--- src/rtl/seg_sweep_anim.sv ---
// Multi-digit 7-segment sweep animator: a pattern runs out across the digits and
// returns on the bottom row, with sweep (single digit) or multiplexed fill display.
module seg_sweep_anim #(
    parameter int          N_DIG       = 3,
    parameter int          TICK_DIV    = 6000000,
    parameter int          REFRESH_DIV = 6000,
    parameter logic [7:0]  PAT_TOP     = 8'b00111001,
    parameter logic [7:0]  PAT_BOT     = 8'b11000101
) (
    input  logic             iCLK,
    input  logic             iRST,
    input  logic             iRUN,
    input  logic             iDIR,
    input  logic             iMODE,
    output logic [7:0]       seg,
    output logic [N_DIG-1:0] baza,
    output logic             oStep,
    output logic             oWrap
);
    localparam int NST = 2 * N_DIG;
    localparam int SW  = $clog2(NST);
    localparam int KW  = $clog2(N_DIG);
    localparam int TW  = (TICK_DIV > 1) ? $clog2(TICK_DIV) : 1;
    localparam int RW  = (REFRESH_DIV > 1) ? $clog2(REFRESH_DIV) : 1;

    logic [TW-1:0]    tickCnt;
    logic [RW-1:0]    refCnt;
    logic [KW-1:0]    scanIdx;
    logic [SW-1:0]    rStan;
    logic [SW-1:0]    pos;
    logic             inTop;
    logic             tick;
    logic [7:0]       pat;
    logic [N_DIG-1:0] digOn;

    // Counter freezes while paused so a resume neither loses nor adds a step.
    assign tick = iRUN && (tickCnt == TW'(TICK_DIV - 1));

    always_ff @(posedge iCLK or posedge iRST) begin
        if (iRST)
            tickCnt <= '0;
        else if (iRUN)
            tickCnt <= tick ? '0 : tickCnt + 1'b1;
    end

    always_ff @(posedge iCLK or posedge iRST) begin
        if (iRST) begin
            rStan <= '0;
            oStep <= 1'b0;
            oWrap <= 1'b0;
        end else begin
            oStep <= tick;
            oWrap <= 1'b0;
            if (tick) begin
                if (!iDIR) begin
                    if (rStan == SW'(NST - 1)) begin
                        rStan <= '0;
                        oWrap <= 1'b1;
                    end else begin
                        rStan <= rStan + 1'b1;
                    end
                end else begin
                    if (rStan == '0) begin
                        rStan <= SW'(NST - 1);
                        oWrap <= 1'b1;
                    end else begin
                        rStan <= rStan - 1'b1;
                    end
                end
            end
        end
    end

    // Multiplex scan keeps running regardless of iRUN so a frozen fill bar stays lit.
    always_ff @(posedge iCLK or posedge iRST) begin
        if (iRST) begin
            refCnt  <= '0;
            scanIdx <= '0;
        end else if (refCnt == RW'(REFRESH_DIV - 1)) begin
            refCnt  <= '0;
            scanIdx <= (scanIdx == KW'(N_DIG - 1)) ? '0 : scanIdx + 1'b1;
        end else begin
            refCnt  <= refCnt + 1'b1;
        end
    end

    assign inTop = (rStan < SW'(N_DIG));
    assign pos   = inTop ? rStan : SW'(NST - 1) - rStan;
    assign pat   = inTop ? PAT_TOP : PAT_BOT;

    for (genvar gd = 0; gd < N_DIG; gd++) begin : gDig
        assign digOn[gd] = iMODE ? ((scanIdx == KW'(gd)) && (SW'(gd) <= pos))
                                 : (SW'(gd) == pos);
    end

    always_ff @(posedge iCLK or posedge iRST) begin
        if (iRST) begin
            seg  <= 8'h00;
            baza <= '1;
        end else begin
            seg  <= (|digOn) ? pat : 8'h00;
            baza <= ~digOn;
        end
    end
endmodule

--- config.mk ---
export PLATFORM = sky130hd
export DESIGN_NAME = seg_sweep_anim
export DESIGN_NICKNAME = d
export VERILOG_FILES = /design/src/rtl/seg_sweep_anim.sv
export SDC_FILE = /design/constraint.sdc
export NUM_CORES = 1
export LEC_CHECK = 0
export CELL_PAD_IN_SITES_DETAIL_PLACEMENT = 0
export CELL_PAD_IN_SITES_GLOBAL_PLACEMENT = 2
export CORE_UTILIZATION = 38
export DETAILED_ROUTE_END_ITERATION = 12
export GPL_ROUTABILITY_DRIVEN = 0
export GPL_TIMING_DRIVEN = 0
export PLACE_DENSITY = 0.87
export SYNTH_ARGS = -nofsm -noshare
export SYNTH_HDL_FRONTEND = slang
export SYNTH_SLANG_ARGS = --single-unit
--- constraint.sdc ---
create_clock -name iCLK -period 2.3 [get_ports iCLK]
set_input_delay 0.46 -clock iCLK [delete_from_list [all_inputs] [get_ports iCLK]]
set_output_delay 0.46 -clock iCLK [all_outputs]
set_load 0.02 [all_outputs]
Sequential cells grouped by signal name:
The bar under the picture is 20 um long. Other sequential cells in the stronger grey, the rest of the logic in the fainter grey.
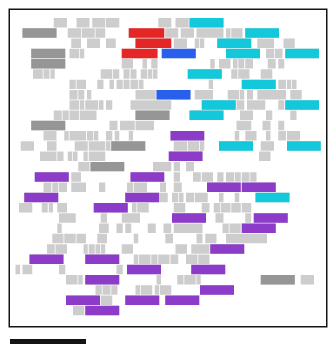
colour	netlist name	sequential cells
cyan	refCnt	13
blue	scanIdx	2
red	baza	3
purple	tickCnt	23

Clock network drawn from the DEF:
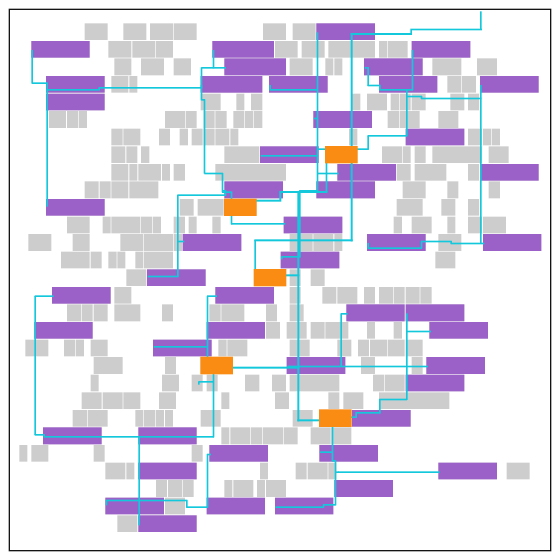
[orange] clock drivers | count: 5
[purple] flip-flops | count: 49
[cyan] clock wires | length: 671 um
routed clock nets	6

Sizing map:
The bar under the picture is 20 um long.
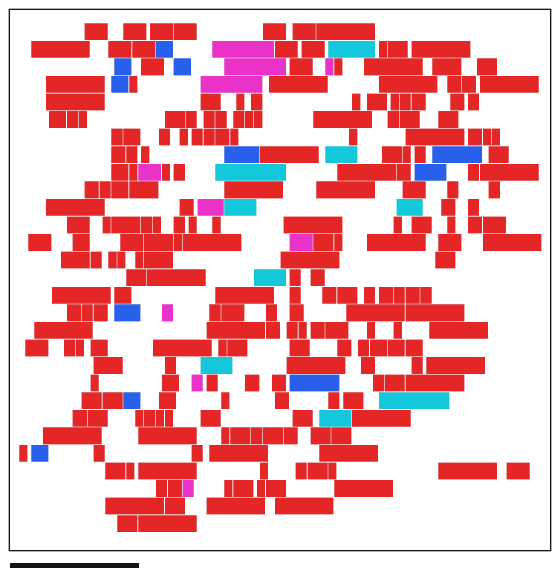
colour	size	cells	share	most used
red	_0 and _1 cells	241	89%	dfrtp_1
magenta	_2 cells	10	3.7%	dfstp_2
blue	_3 and _4 cells	11	4.1%	buf_4
cyan	_6 and larger	9	3.3%	clkbuf_8

Cell classes on the final placement:
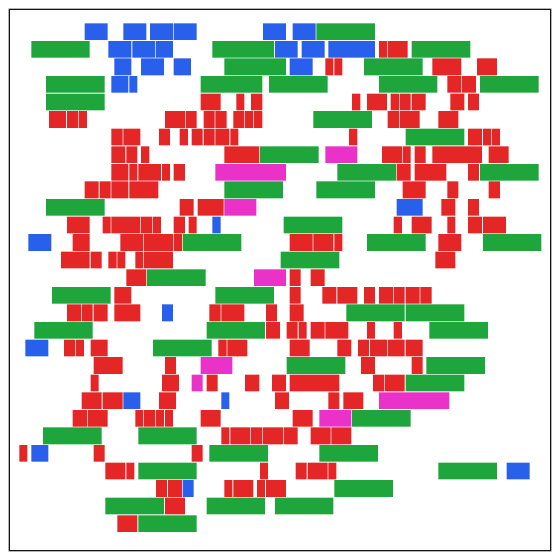
colour	class	cells	share of their area
magenta	clock drivers and dummy loads	8	4.7%
blue	remaining buffers and delay cells	28	8.7%
red	combinational and other logic	186	43%
green	sequential cells	49	43%

Clock wiring as the flow saved it:
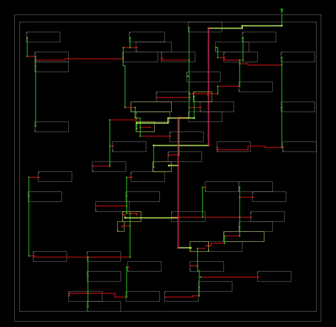
Flop Count: 49
clk_skew: 0.01123 ns

==> run_results.csv <==
group,metric,value,unit
run_status,run_status,"finished clean",
setup_path,critical_path.endpoint_type,"register",
layout,drive_gt1_share,11.07,%
global_route,grt_antenna_before_repair,0,
synthesis,postSynthAreaPerCell,10.24,sq um
synthesis,synthesis.area,0.002530,sq mm
layout,nFillCells,600,
job,drv_cap,0,
floorplanning,rows,29,
timing,max_freq,483.7,MHz
setup_path,worstRegToRegCells,4,
clock_network,cts_hold_buf,0,
placement,place_ws,-0.2155,ns
layout,ff_latch_area,0.001230,sq mm
synthesis,yosys_warnings,0,
clock_network,cts-resized-gates,0,
placement,port_buffers,15,
clock_network,cts_setup_buffers,0,
setup_path,crit_slowest_cell,"clkdlybuf4s50_1",
layout,finalNonFillerCells,348,
timing,relSlewSlack,67.18,%
detailed_routing,antenna_left,0,
timing,finalSetupTns,0,ns
setup_path,r2r-start,"refCnt[4]",
clock_network,numCtsBuffers,5,
timing,finalCritPeriodShare,89.89,%
synthesis,synthTopLogicFamily,"simple AND/OR/NAND/NOR gates",
setup_path,worstReg2RegEnd,"scanIdx[1]",
power,peakVddDrop,0.3349,mV
clock_network,cts_root_buf,"clkbuf_8",
power,total_power,1.802,mW
timing,setup_viol,0,
synthesis,synth-edff-count,0,
floorplanning,fp-utilization,39.62,%
clock_network,clkSlewWorstSetupHoldPaths,0.10,ns
setup_path,critPathLaunch,"iRUN",
global_route,grt_max_degree,35,
synthesis,top_cell,"dfrtp_1",
synthesis,adder_share,3.462,%
state kept, by name (all words and copies together) (netlist names):
register	cells
tickCnt	23
refCnt	13
baza	3
rStan	3
seg	3
scanIdx	2
oStep	1
oWrap	1
area by class of cell:
type	count	share of cell area, %
Inverter	12	1.535
Clock inverter	3	2.217
Timing Repair Buffer	16	5.797
Buffer	12	2.643
Tap cell	77	3.282
Clock buffer	5	2.344
Sequential cell	49	41.90
Multi-Input combinational cell	174	40.28
metal layers:
metal | global-route usage, % | share of wire [%]
met1 | 20.53 | 53
met2 | 21.58 | 42
met3 | 2.967 | 2.6
met4 | 5.085 | 1.5
met5 | 0 | 0
power breakdown:
group | internal (mW) | switching [mW]
sequential | 0.904 | 0.0453
clock | 0.432 | 0.298
combinational | 0.0556 | 0.0668
total | 1.39 | 0.410
Power is estimated from default activity; no workload was simulated.
